### src/rtl/dcache_pkg.sv
// Shared definitions for the direct-mapped, write-back data cache.
package dcache_pkg;

    localparam int LINES_DEFAULT = 16;
    localparam int WIDTH_DEFAULT = 32;

    typedef enum logic [2:0] {
        ST_IDLE,
        ST_LOOKUP,
        ST_WRITEBACK,
        ST_REFILL,
        ST_RESPOND
    } state_t;

    function automatic int idx_width(input int lines);
        return $clog2(lines);
    endfunction

    // Tag covers everything above the index and the 2-bit byte offset.
    function automatic int tag_width(input int width, input int lines);
        return width - $clog2(lines) - 2;
    endfunction

endpackage

### src/rtl/dcache_line_store.sv
// Line storage: tag/data in RAM-style arrays, valid/dirty in resettable flops.
// One registered read port and one write port; a write always marks the line valid.
module dcache_line_store
    import dcache_pkg::*;
#(
    parameter  int LINES = LINES_DEFAULT,
    parameter  int WIDTH = WIDTH_DEFAULT,
    localparam int IDX_W = idx_width(LINES),
    localparam int TAG_W = tag_width(WIDTH, LINES)
) (
    input  logic             i_clk,
    input  logic             i_srst,
    input  logic             i_rd_en,
    input  logic [IDX_W-1:0] i_rd_idx,
    output logic             o_rd_valid,
    output logic             o_rd_dirty,
    output logic [TAG_W-1:0] o_rd_tag,
    output logic [WIDTH-1:0] o_rd_data,
    input  logic             i_wr_en,
    input  logic [IDX_W-1:0] i_wr_idx,
    input  logic [TAG_W-1:0] i_wr_tag,
    input  logic [WIDTH-1:0] i_wr_data,
    input  logic             i_wr_dirty
);

    logic [TAG_W-1:0] r_tag_mem  [LINES];
    logic [WIDTH-1:0] r_data_mem [LINES];
    logic [LINES-1:0] r_valid;
    logic [LINES-1:0] r_dirty;
    logic             r_rd_valid;
    logic             r_rd_dirty;
    logic [TAG_W-1:0] r_rd_tag;
    logic [WIDTH-1:0] r_rd_data;

    always_ff @(posedge i_clk) begin
        if (i_wr_en) begin
            r_tag_mem[i_wr_idx]  <= i_wr_tag;
            r_data_mem[i_wr_idx] <= i_wr_data;
        end
    end

    genvar gi;
    generate
        for (gi = 0; gi < LINES; gi++) begin : g_line_flags
            always_ff @(posedge i_clk) begin
                if (i_srst) begin
                    r_valid[gi] <= 1'b0;
                    r_dirty[gi] <= 1'b0;
                end else if (i_wr_en && (i_wr_idx == IDX_W'(gi))) begin
                    r_valid[gi] <= 1'b1;
                    r_dirty[gi] <= i_wr_dirty;
                end
            end
        end
    endgenerate

    always_ff @(posedge i_clk) begin
        if (i_srst) begin
            r_rd_valid <= 1'b0;
            r_rd_dirty <= 1'b0;
        end else if (i_rd_en) begin
            r_rd_valid <= r_valid[i_rd_idx];
            r_rd_dirty <= r_dirty[i_rd_idx];
        end
    end

    always_ff @(posedge i_clk) begin
        if (i_rd_en) begin
            r_rd_tag  <= r_tag_mem[i_rd_idx];
            r_rd_data <= r_data_mem[i_rd_idx];
        end
    end

    assign o_rd_valid = r_rd_valid;
    assign o_rd_dirty = r_rd_dirty;
    assign o_rd_tag   = r_rd_tag;
    assign o_rd_data  = r_rd_data;

endmodule

### src/rtl/data_cache.sv
// Direct-mapped, one-word-line, write-allocate/write-back data cache with a
// single outstanding request and a simple req/ack backing-memory port.
module data_cache
    import dcache_pkg::*;
#(
    parameter int LINES = LINES_DEFAULT,
    parameter int WIDTH = WIDTH_DEFAULT
) (
    input  logic             clock,
    input  logic             reset,
    input  logic             reqValid,
    output logic             reqReady,
    input  logic [WIDTH-1:0] address,
    input  logic [WIDTH-1:0] writeData,
    input  logic             memReadFlag,
    input  logic             memWriteFlag,
    output logic             respValid,
    output logic [WIDTH-1:0] readData,
    output logic             memReq,
    output logic             memWe,
    output logic [WIDTH-1:0] memAddr,
    output logic [WIDTH-1:0] memWdata,
    input  logic [WIDTH-1:0] memRdata,
    input  logic             memAck,
    output logic [15:0]      missCount
);

    localparam int IDX_W = idx_width(LINES);
    localparam int TAG_W = tag_width(WIDTH, LINES);

    state_t           r_state;
    state_t           w_state_next;
    logic [TAG_W-1:0] r_tag;
    logic [IDX_W-1:0] r_idx;
    logic [WIDTH-1:0] r_wdata;
    logic             r_is_store;
    logic             r_is_load;
    logic             r_resp_valid;
    logic [WIDTH-1:0] r_read_data;
    logic             r_mem_req;
    logic             r_mem_we;
    logic [WIDTH-1:0] r_mem_addr;
    logic [WIDTH-1:0] r_mem_wdata;
    logic [15:0]      r_miss_count;

    logic             w_accept;
    logic             w_noop;
    logic             w_hit;
    logic             w_victim_dirty;
    logic             w_rd_valid;
    logic             w_rd_dirty;
    logic [TAG_W-1:0] w_rd_tag;
    logic [WIDTH-1:0] w_rd_data;
    logic             w_wr_en;
    logic [WIDTH-1:0] w_wr_data;
    logic             w_wr_dirty;
    logic             w_unused;

    // Byte offset within the word plays no part in the lookup.
    assign w_unused = ^address[1:0];

    assign w_accept       = reqValid && (r_state == ST_IDLE);
    assign w_noop         = !r_is_store && !r_is_load;
    assign w_hit          = w_rd_valid && (w_rd_tag == r_tag);
    assign w_victim_dirty = w_rd_valid && w_rd_dirty;

    dcache_line_store #(
        .LINES (LINES),
        .WIDTH (WIDTH)
    ) u_line_store (
        .i_clk      (clock),
        .i_srst     (reset),
        .i_rd_en    (w_accept),
        .i_rd_idx   (address[IDX_W+1:2]),
        .o_rd_valid (w_rd_valid),
        .o_rd_dirty (w_rd_dirty),
        .o_rd_tag   (w_rd_tag),
        .o_rd_data  (w_rd_data),
        .i_wr_en    (w_wr_en),
        .i_wr_idx   (r_idx),
        .i_wr_tag   (r_tag),
        .i_wr_data  (w_wr_data),
        .i_wr_dirty (w_wr_dirty)
    );

    always_comb begin
        w_state_next = r_state;
        case (r_state)
            ST_IDLE:      if (w_accept) w_state_next = ST_LOOKUP;
            ST_LOOKUP: begin
                if (w_noop || w_hit)  w_state_next = ST_RESPOND;
                else if (w_victim_dirty) w_state_next = ST_WRITEBACK;
                else                  w_state_next = ST_REFILL;
            end
            ST_WRITEBACK: if (memAck) w_state_next = ST_REFILL;
            ST_REFILL:    if (memAck) w_state_next = ST_RESPOND;
            ST_RESPOND:   w_state_next = ST_IDLE;
            default:      w_state_next = ST_IDLE;
        endcase
    end

    // A refill lands clean; a store then overwrites the same line in RESPOND.
    always_comb begin
        w_wr_en    = 1'b0;
        w_wr_data  = memRdata;
        w_wr_dirty = 1'b0;
        if (!reset) begin
            if ((r_state == ST_REFILL) && memAck) begin
                w_wr_en = 1'b1;
            end else if ((r_state == ST_RESPOND) && r_is_store) begin
                w_wr_en    = 1'b1;
                w_wr_data  = r_wdata;
                w_wr_dirty = 1'b1;
            end
        end
    end

    always_ff @(posedge clock) begin
        if (reset) begin
            r_state      <= ST_IDLE;
            r_resp_valid <= 1'b0;
            r_read_data  <= '0;
            r_mem_req    <= 1'b0;
            r_mem_we     <= 1'b0;
            r_mem_addr   <= '0;
            r_mem_wdata  <= '0;
            r_miss_count <= '0;
        end else begin
            r_state      <= w_state_next;
            r_resp_valid <= (w_state_next == ST_RESPOND);
            if (w_accept) begin
                r_tag      <= address[WIDTH-1:IDX_W+2];
                r_idx      <= address[IDX_W+1:2];
                r_wdata    <= writeData;
                r_is_store <= memWriteFlag;
                r_is_load  <= memReadFlag && !memWriteFlag;
            end
            case (r_state)
                ST_LOOKUP: begin
                    if (w_noop) begin
                        r_read_data <= '0;
                    end else if (w_hit) begin
                        if (r_is_load) r_read_data <= w_rd_data;
                    end else begin
                        if (r_miss_count != 16'hFFFF) r_miss_count <= r_miss_count + 16'd1;
                        r_mem_req <= 1'b1;
                        if (w_victim_dirty) begin
                            r_mem_we    <= 1'b1;
                            r_mem_addr  <= {w_rd_tag, r_idx, 2'b00};
                            r_mem_wdata <= w_rd_data;
                        end else begin
                            r_mem_we   <= 1'b0;
                            r_mem_addr <= {r_tag, r_idx, 2'b00};
                        end
                    end
                end
                ST_WRITEBACK: begin
                    if (memAck) begin
                        r_mem_we   <= 1'b0;
                        r_mem_addr <= {r_tag, r_idx, 2'b00};
                    end
                end
                ST_REFILL: begin
                    if (memAck) begin
                        r_mem_req <= 1'b0;
                        if (r_is_load) r_read_data <= memRdata;
                    end
                end
                default: ;
            endcase
        end
    end

    assign reqReady  = (r_state == ST_IDLE);
    assign respValid = r_resp_valid;
    assign readData  = r_read_data;
    assign memReq    = r_mem_req;
    assign memWe     = r_mem_we;
    assign memAddr   = r_mem_addr;
    assign memWdata  = r_mem_wdata;
    assign missCount = r_miss_count;

endmodule

### config.mk
export PLATFORM = sky130hd
export DESIGN_NAME = data_cache
export DESIGN_NICKNAME = d
export VERILOG_FILES = /design/src/rtl/dcache_pkg.sv /design/src/rtl/dcache_line_store.sv /design/src/rtl/data_cache.sv
export SDC_FILE = /design/constraint.sdc
export NUM_CORES = 1
export LEC_CHECK = 0
export ABC_AREA = 0
export ABC_CLOCK_PERIOD_IN_PS = 11300
export CAP_MARGIN = 15
export CORE_ASPECT_RATIO = 1.1
export CORE_UTILIZATION = 38
export DETAILED_ROUTE_END_ITERATION = 6
export SLEW_MARGIN = 20
export SYNTH_ARGS = -nofsm -noshare
export SYNTH_HDL_FRONTEND = slang
export SYNTH_SLANG_ARGS = --single-unit
### constraint.sdc
create_clock -name clock -period 11.3 [get_ports clock]
set_input_delay 2.26 -clock clock [delete_from_list [all_inputs] [get_ports clock]]
set_output_delay 2.26 -clock clock [all_outputs]
set_load 0.02 [all_outputs]
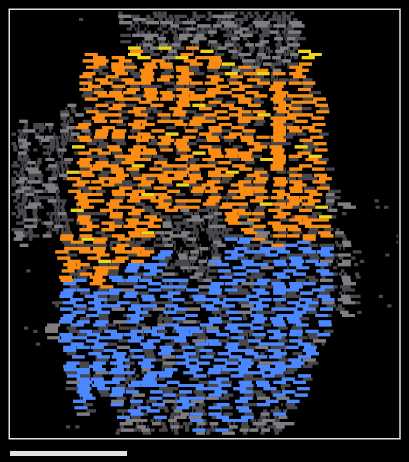
*Where the registers sit, run 1*
Scale bar: 100 um. Other sequential cells in the stronger gray, the rest of the logic in the fainter gray.
name in the netlist	color	placed flops
u_line_store.o_rd_data	yellow	32
u_line_store.r_tag_mem	blue	416
u_line_store.r_data_mem	orange	512

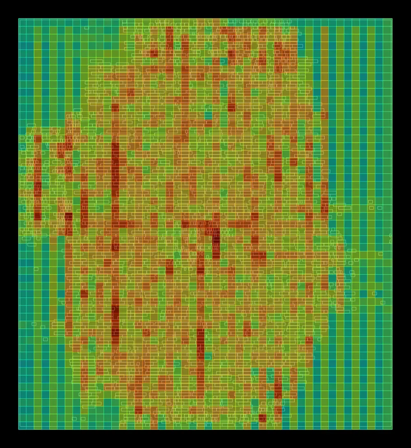
*Routing congestion map, run 1*
met3 GRT Util: 3.09%
met1 usage: 24.9%
average detailed-routed wire length per instance: 27.3 um
Top Usage Layer GRT: met2

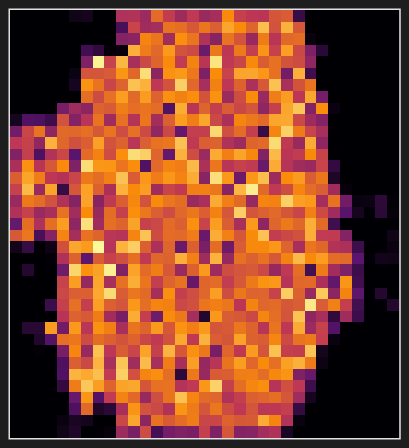
*Local utilization, run 1*
33 x 37 tiles, from black (low) to pale yellow (high), 0 to 100% covered.
nearly empty tiles	26%
tiles over 75% full	14%
mean over tiles	42%
fullest tile	99%

==> impl_metrics.toml, run 1 <==
# yosys + openroad results
[synth]
synth.cellmix.xorXnorShare_pct = 0.498
yosysTopAreaCell = "sky130_fd_sc_hd__edfxtp_1"
total_cells_reported_by_yosys_after_synthesis = 2223
fraction_of_registers_with_async_set_or_reset_after_synthesis_pct = 0
simple_gate_area_share_pct = 3.38

[cells_and_area]
dominant-cell-class = "flip-flops and latches"
post_route_cells_drive_above_1_share_pct = 22.8
inverters = 15
seqCellArea_sq_um = 34500
final_cell_area_sq_um = 53500
layout.sequential_cells = 1200

[pwr]
seq-power_w = 0.00499
power.ir.vdd_worst_v = 0.000125
seq_power_share_pct = 52.9
p_leak_nw = 16.5
switching_share_pct = 21.5
pwr-share-clk_pct = 41.4

[clocking]
post_cts_buffers = 0
cts_resized = 0
clk_root_buf = "sky130_fd_sc_hd__clkbuf_16"

[status]
status = "finished, final reports clean"

[sta]
clock_skew_ns = 0.0281
timing.hold.ws_ns = 0.449
setup_tns_ns = 0

[die]
tap_cells = 1552
std_cell_rows = 133
floorplan.initialDensity_pct = 38.3

[min_path]
holdCritPathClass = "register to register"

[grt]
grt_util_all_layers_pct = 18.5

[routing]
ant_nets = 0
topmost_layer_with_routed_signal_wires = "met4"

[placed_design]
detailed_place.area_sq_um = 49600
place_inst = 3895

[run]
openroad.warnings = 35

[critical_path]
criticalPathCategory = "input pin to register"
run 1: how the worst max path moves through the flow:
| stage | start | to | slack [ns] | cells past startpoint |
|---|---|---|---|---|
| after CTS | memAck | u_line_store.r_tag_mem[4][2] | 5.74 | 7 |
| final | memAck | u_line_store.r_tag_mem[4][14] | 5.71 | 7 |
| after detailed placement | memAck | u_line_store.r_tag_mem[4][8] | 4.99 | 7 |
| after floorplan | reset | r_idx[0] | 1.74 | 4 |
| after global placement | memAck | u_line_store.r_tag_mem[4][15] | 5.06 | 7 |
| after global routing | memAck | u_line_store.r_tag_mem[4][14] | 5.50 | 7 |
### Placement by cell class, run 1

Scale bar: 100 um. Fill, decap, tap and diode cells in gray.
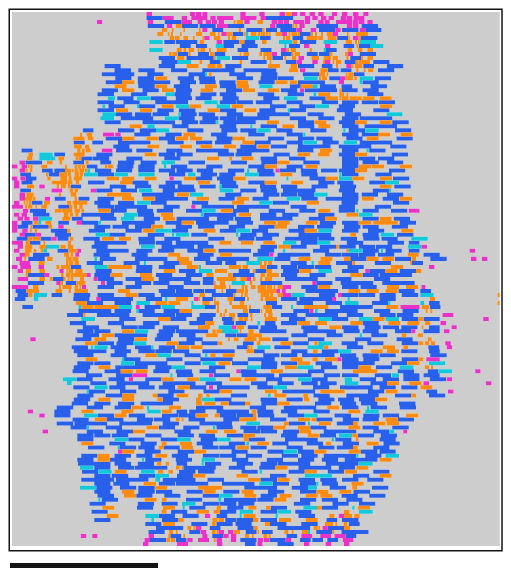

## Run 2: what changed since run 1
ABC_CLOCK_PERIOD_IN_PS = 5520   (was 11300)
clock period = 5.52 ns   (was 11.3 ns; I/O delays follow)
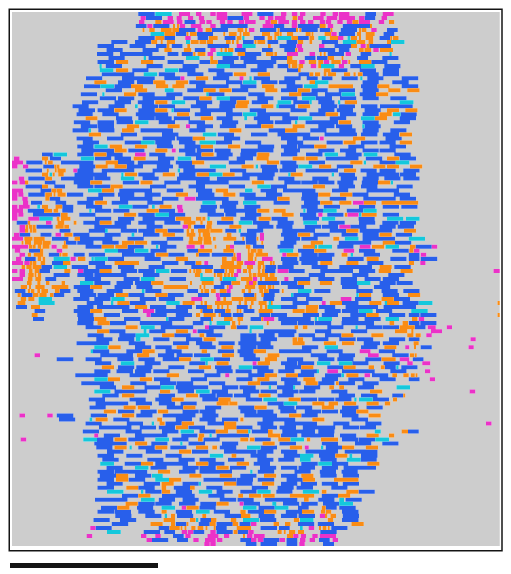
*Placement by cell class, run 2*
Scale bar: 100 um. Fill, decap, tap and diode cells in gray.
class	color	cells
combinational and other logic	orange	892
clock drivers and dummy loads	cyan	214
sequential cells	blue	1200
remaining buffers and delay cells	magenta	266

==> impl_metrics.toml, run 2 <==
# yosys + openroad results
[die]
std_cell_rows = 133
floorplan.initialDensity_pct = 38.3

[routing]
dr.first_iter.drc_count = 2072
dr.pass1.iters = 5
ant_nets = 0
topmost_layer_with_routed_signal_wires = "met5"
routed_via_density = 5.45
wl_met1_um = 46000
routed_wire_length_per_instance_um = 26.7
dr_wl_met2_um = 55600

[grt]
global_route.usage.met3_pct = 2.88
met1_usage_pct = 24.4
grt_most_used_layer = "met2"
grt_util_all_layers_pct = 18.2
antenna_found_initial = 2

[critical_path]
worstSetupStartpoint = "memAck"
criticalPathCategory = "input pin to register"
cp-start-kind = "input pin"
crit_fanout = 22
critical_path_depth_in_cells = 7

[placed_design]
place_inst = 3910
post-dp-hpwl_um = 62100
detailed_place.area_sq_um = 49900

[synth]
yosysTopAreaCell = "sky130_fd_sc_hd__edfxtp_1"
fraction_of_registers_with_async_set_or_reset_after_synthesis_pct = 0
synth.lib_cells_used.distinct = 57
number_of_flops_mapped_to_enable_cells_by_yosys = 1050
total_cells_reported_by_yosys_after_synthesis = 2223

[pwr]
seq_power_share_pct = 53.4
seq-power_w = 0.0102
pwr-share-clk_pct = 40.8
switching_share_pct = 21.5
power.ir.vdd_worst_v = 0.000228
power_of_the_combinational_group_w = 0.00112
p_leak_nw = 16.6

[cells_and_area]
final_cell_mix = "sky130_fd_sc_hd__edfxtp_1 (1050), sky130_fd_sc_hd__mux4_2 (300), sky130_fd_sc_hd__clkdlybuf4s50_1 (208)"
final_cell_area_sq_um = 53600
post_route_cells_drive_above_1_share_pct = 22.9

[clocking]
post_cts_buffers = 0
cts_resized = 0
clk_root_buf = "sky130_fd_sc_hd__clkbuf_16"

[status]
status = "finished, final reports clean"

[sta]
timing.hold.ws_ns = 0.456
worstMarginPinSlew_ns = 1.07
clock_skew_ns = 0.0333
setup_tns_ns = 0

[min_path]
holdCritPathClass = "register to register"

[run]
openroad.warnings = 32
==> run 2: cell counts after synthesis <==
No cell type changed its count.
==> run 2: layout make-up <==
type | count | area [sq um]
sequential | 1200 | 34500
multi-input combinational | 877 | 10700
timing repair buffer | 266 | 2750
fill | 10100 | 65800
clock buffer | 156 | 3080
inverter | 15 | 57.6
tap | 1552 | 1940
clock inverter | 58 | 624
==> run 2: kinds of logic after synthesis <==
family	count (synthesis)	share of synthesized area, %
buf+inv	147	1.46
fa+ha+maj	1	0.0274
other cells	1	0.00820
flops	1200	75.5
compound gates	113	1.79
mux	410	17.3
xor+xnor	26	0.498
simple gates	325	3.38
Power is estimated from default activity; no workload was simulated.
